**config.mk**
```make
export PLATFORM = sky130hd
export DESIGN_NAME = mby_egr_tagring_rx
export DESIGN_NICKNAME = d
export VERILOG_FILES = /design/src/rtl/mby_egr_tagring_rx.sv
export SDC_FILE = /design/constraint.sdc
export NUM_CORES = 2
export LEC_CHECK = 0
export ABC_AREA = 1
export CAP_MARGIN = 20
export CORE_ASPECT_RATIO = 1.4
export CORE_MARGIN = 2
export CORE_UTILIZATION = 35
export CTS_CLUSTER_SIZE = 8
export DETAILED_ROUTE_END_ITERATION = 8
export SYNTH_ARGS = -nofsm -noshare
export SYNTH_HDL_FRONTEND = slang
export SYNTH_SLANG_ARGS = --single-unit
```
**constraint.sdc**
```tcl
create_clock -name cclk -period 7.7 [get_ports cclk]
set_input_delay 1.54 -clock cclk [delete_from_list [all_inputs] [get_ports cclk]]
set_output_delay 1.54 -clock cclk [all_outputs]
set_load 0.02 [all_outputs]
```
**src/rtl/mby_egr_tagring_rx.sv**
```systemverilog
// ----------------------------------------------------------------------------
// mby_egr_tagring_rx
//
// Egress tag-ring receiver. Snoops the tag ring, keeps the slots addressed to
// this EGR instance and buffers them in one FIFO per egress port. Each FIFO
// feeds the egress scheduler over a first-word-fall-through valid/ready
// interface.
//
// Ports:
//   cclk, rst_n          core clock, synchronous active-low reset
//   ring_*               tag-ring slot (valid, EGR id, dst port, tag)
//   cfg_egr_id           this instance's ring id (static after reset)
//   cfg_xoff_thresh      FIFO fill level at which xoff asserts
//   tag_vld/tag_data     per-port head of FIFO (port p at [p*TAG_W +: TAG_W])
//   tag_rdy              per-port consumer ready (pop = tag_vld & tag_rdy)
//   xoff                 per-port registered back-pressure to the ring
//   drop_cnt             per-port saturating count of tags lost to a full FIFO
//   err_bad_dst          sticky: a matching slot carried an out-of-range port
// ----------------------------------------------------------------------------
module mby_egr_tagring_rx #(
    parameter int NUM_PORTS = 4,
    parameter int TAG_W     = 64,
    parameter int DEPTH     = 8,
    parameter int EGR_ID_W  = 4,
    parameter int CNT_W     = 16,
    localparam int PW       = $clog2(NUM_PORTS) + 1,
    localparam int CW       = $clog2(DEPTH) + 1
) (
    input  logic                       cclk,
    input  logic                       rst_n,
    input  logic                       ring_vld,
    input  logic [EGR_ID_W-1:0]        ring_egr_id,
    input  logic [PW-1:0]              ring_dst_port,
    input  logic [TAG_W-1:0]           ring_tag,
    input  logic [EGR_ID_W-1:0]        cfg_egr_id,
    input  logic [CW-1:0]              cfg_xoff_thresh,
    output logic [NUM_PORTS-1:0]       tag_vld,
    output logic [NUM_PORTS*TAG_W-1:0] tag_data,
    input  logic [NUM_PORTS-1:0]       tag_rdy,
    output logic [NUM_PORTS-1:0]       xoff,
    output logic [NUM_PORTS*CNT_W-1:0] drop_cnt,
    output logic                       err_bad_dst
);

    localparam int AW = $clog2(DEPTH);

    // ------------------------------------------------------------------
    // Stage 0: unconditional input register
    // ------------------------------------------------------------------
    logic                s0_vld_q,      s0_vld_d;
    logic [EGR_ID_W-1:0] s0_egr_id_q,   s0_egr_id_d;
    logic [PW-1:0]       s0_dst_port_q, s0_dst_port_d;
    logic [TAG_W-1:0]    s0_tag_q,      s0_tag_d;
    logic                err_bad_dst_q, err_bad_dst_d;

    logic hit;
    logic good_hit;

    always_comb begin
        s0_vld_d      = ring_vld;
        s0_egr_id_d   = ring_egr_id;
        s0_dst_port_d = ring_dst_port;
        s0_tag_d      = ring_tag;

        // NUM_PORTS is a power of two, so the port MSB alone marks out-of-range.
        hit           = s0_vld_q && (s0_egr_id_q == cfg_egr_id);
        good_hit      = hit && !s0_dst_port_q[PW-1];
        err_bad_dst_d = err_bad_dst_q | (hit && s0_dst_port_q[PW-1]);
    end

    always_ff @(posedge cclk) begin
        if (!rst_n) begin
            s0_vld_q      <= 1'b0;
            s0_egr_id_q   <= '0;
            s0_dst_port_q <= '0;
            s0_tag_q      <= '0;
            err_bad_dst_q <= 1'b0;
        end else begin
            s0_vld_q      <= s0_vld_d;
            s0_egr_id_q   <= s0_egr_id_d;
            s0_dst_port_q <= s0_dst_port_d;
            s0_tag_q      <= s0_tag_d;
            err_bad_dst_q <= err_bad_dst_d;
        end
    end

    assign err_bad_dst = err_bad_dst_q;

    // ------------------------------------------------------------------
    // Stage 1: per-port FIFOs
    // ------------------------------------------------------------------
    for (genvar gi = 0; gi < NUM_PORTS; gi++) begin : g_port
        logic [TAG_W-1:0] mem [DEPTH];
        logic [AW-1:0]    wr_ptr_q, wr_ptr_d;
        logic [AW-1:0]    rd_ptr_q, rd_ptr_d;
        logic [CW-1:0]    count_q,  count_d;
        logic [CNT_W-1:0] drop_q,   drop_d;
        logic             xoff_q,   xoff_d;
        logic             push, pop, full, wr_en, drop;

        always_comb begin
            push  = good_hit && (s0_dst_port_q[PW-2:0] == (PW-1)'(gi));
            pop   = (count_q != '0) && tag_rdy[gi];
            full  = (count_q == CW'(DEPTH));
            // A full FIFO still accepts when its head leaves in the same cycle.
            wr_en = push && (!full || pop);
            drop  = push && full && !pop;

            wr_ptr_d = wr_en ? wr_ptr_q + AW'(1) : wr_ptr_q;
            rd_ptr_d = pop   ? rd_ptr_q + AW'(1) : rd_ptr_q;

            count_d = count_q;
            if (wr_en && !pop) begin
                count_d = count_q + CW'(1);
            end else if (!wr_en && pop) begin
                count_d = count_q - CW'(1);
            end

            drop_d = drop_q;
            if (drop && (drop_q != '1)) begin
                drop_d = drop_q + CNT_W'(1);
            end

            xoff_d = (count_d >= cfg_xoff_thresh);
        end

        always_ff @(posedge cclk) begin
            if (!rst_n) begin
                wr_ptr_q <= '0;
                rd_ptr_q <= '0;
                count_q  <= '0;
                drop_q   <= '0;
                xoff_q   <= 1'b0;
            end else begin
                wr_ptr_q <= wr_ptr_d;
                rd_ptr_q <= rd_ptr_d;
                count_q  <= count_d;
                drop_q   <= drop_d;
                xoff_q   <= xoff_d;
            end
        end

        // Storage needs no reset: emptiness is tracked by count_q alone.
        always_ff @(posedge cclk) begin
            if (wr_en) begin
                mem[wr_ptr_q] <= s0_tag_q;
            end
        end

        // Fall-through head: the read is combinational so the head tag is
        // visible in the same cycle tag_vld rises.
        assign tag_vld[gi]                  = (count_q != '0);
        assign tag_data[gi*TAG_W +: TAG_W]  = (count_q != '0) ? mem[rd_ptr_q] : '0;
        assign xoff[gi]                     = xoff_q;
        assign drop_cnt[gi*CNT_W +: CNT_W]  = drop_q;
    end

endmodule
```
Register map, names as in the netlist:
Other sequential cells in the stronger grey, the rest of the logic in the fainter grey.
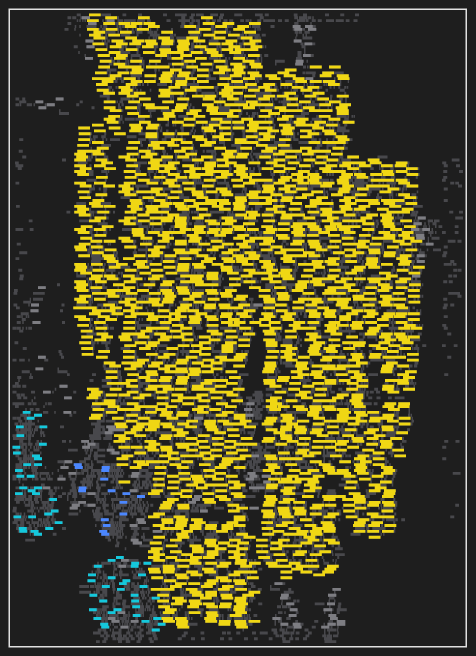
- blue: `g_port.count_q` (placed flops 16; where lower left)
- yellow: `g_port.mem` (placed flops 2,048)
- cyan: `g_port.drop_q` (placed flops 64; where lower left)
- not coloured: 113

M1 wires:
Supply wires on this layer in grey.
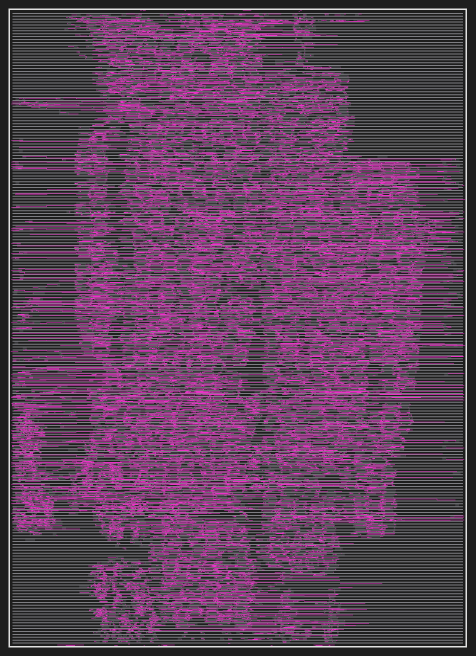
- main direction: horizontal
- nets with wire on the layer: 7,245

Congestion heat map:
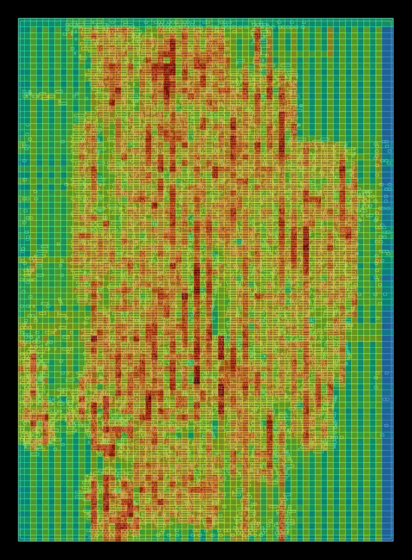
GRT Util Overall: 0.1954
global routing's busiest layer: met2

Nets reached from selected ports:
The bar under the picture is 100 microns long.
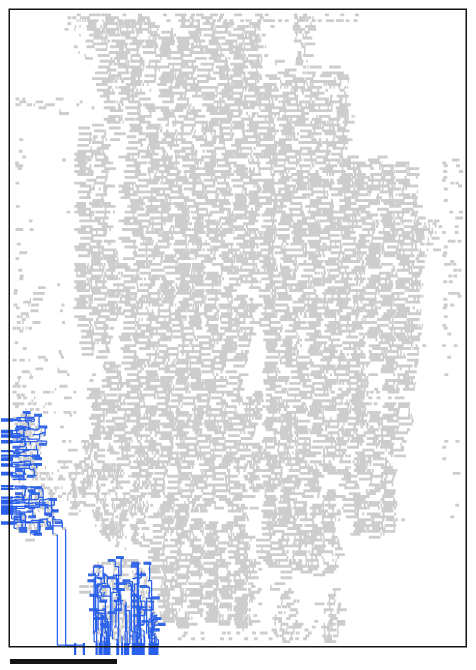
- blue: `drop_cnt` (direction output; end cells 64; buffers 64; wire 3,790 microns)

==> flow_metrics.tcl <==
# implementation run metrics
set metrics [dict create \
    pwr-share-comb 0.337 \
    hold_start "g_port[1].rd_ptr_q[2]$_SDFFE_PN0N_" \
    top_register "g_port.mem" \
    regArea_sq_um 65410 \
    wl_microns 255200 \
    sh_seq_area 0.6250 \
    status "finished clean" \
    largestRegisters "g_port.mem (2048), g_port.drop_q (64), s0_tag_q (64)" \
    lay_top_cells "2,048 x edfxtp_1, 1,743 x nor2_1, 1,296 x o21ai_0" \
    crit_slowest_cell "dfxtp_4" \
    whs_ps 459.4 \
    hold_class "reg2reg" \
    reg2reg_slack_ps 3840 \
    simple_gate_area_frac 0.1013 \
    cts_sinks 2241 \
    yosysCellCount 7116 \
    fin_crit_sh 0.8094 \
    max_freq_mhz 160.5 \
    pg_seq_uw 13800 \
    fin_area_sq_um 104700 \
    detail-route-antenna-nets 0 \
    flops 2241 \
    switchingPower_uw 14520 \
    vias 57800 \
    die_y_microns 596.1 \
    top_power_group "sequential cells" \
    core-area_sq_um 249200 \
    drtPass1Iterations 5 \
    instances_no_fill 10940 \
    die-width_microns 426.9 \
    final_net_count 7659 \
    cp_num_cells 6 \
    fill_cells 22900 \
    yosysMostFrequentCell "edfxtp_1" \
]
Power is estimated from default activity; no workload was simulated.
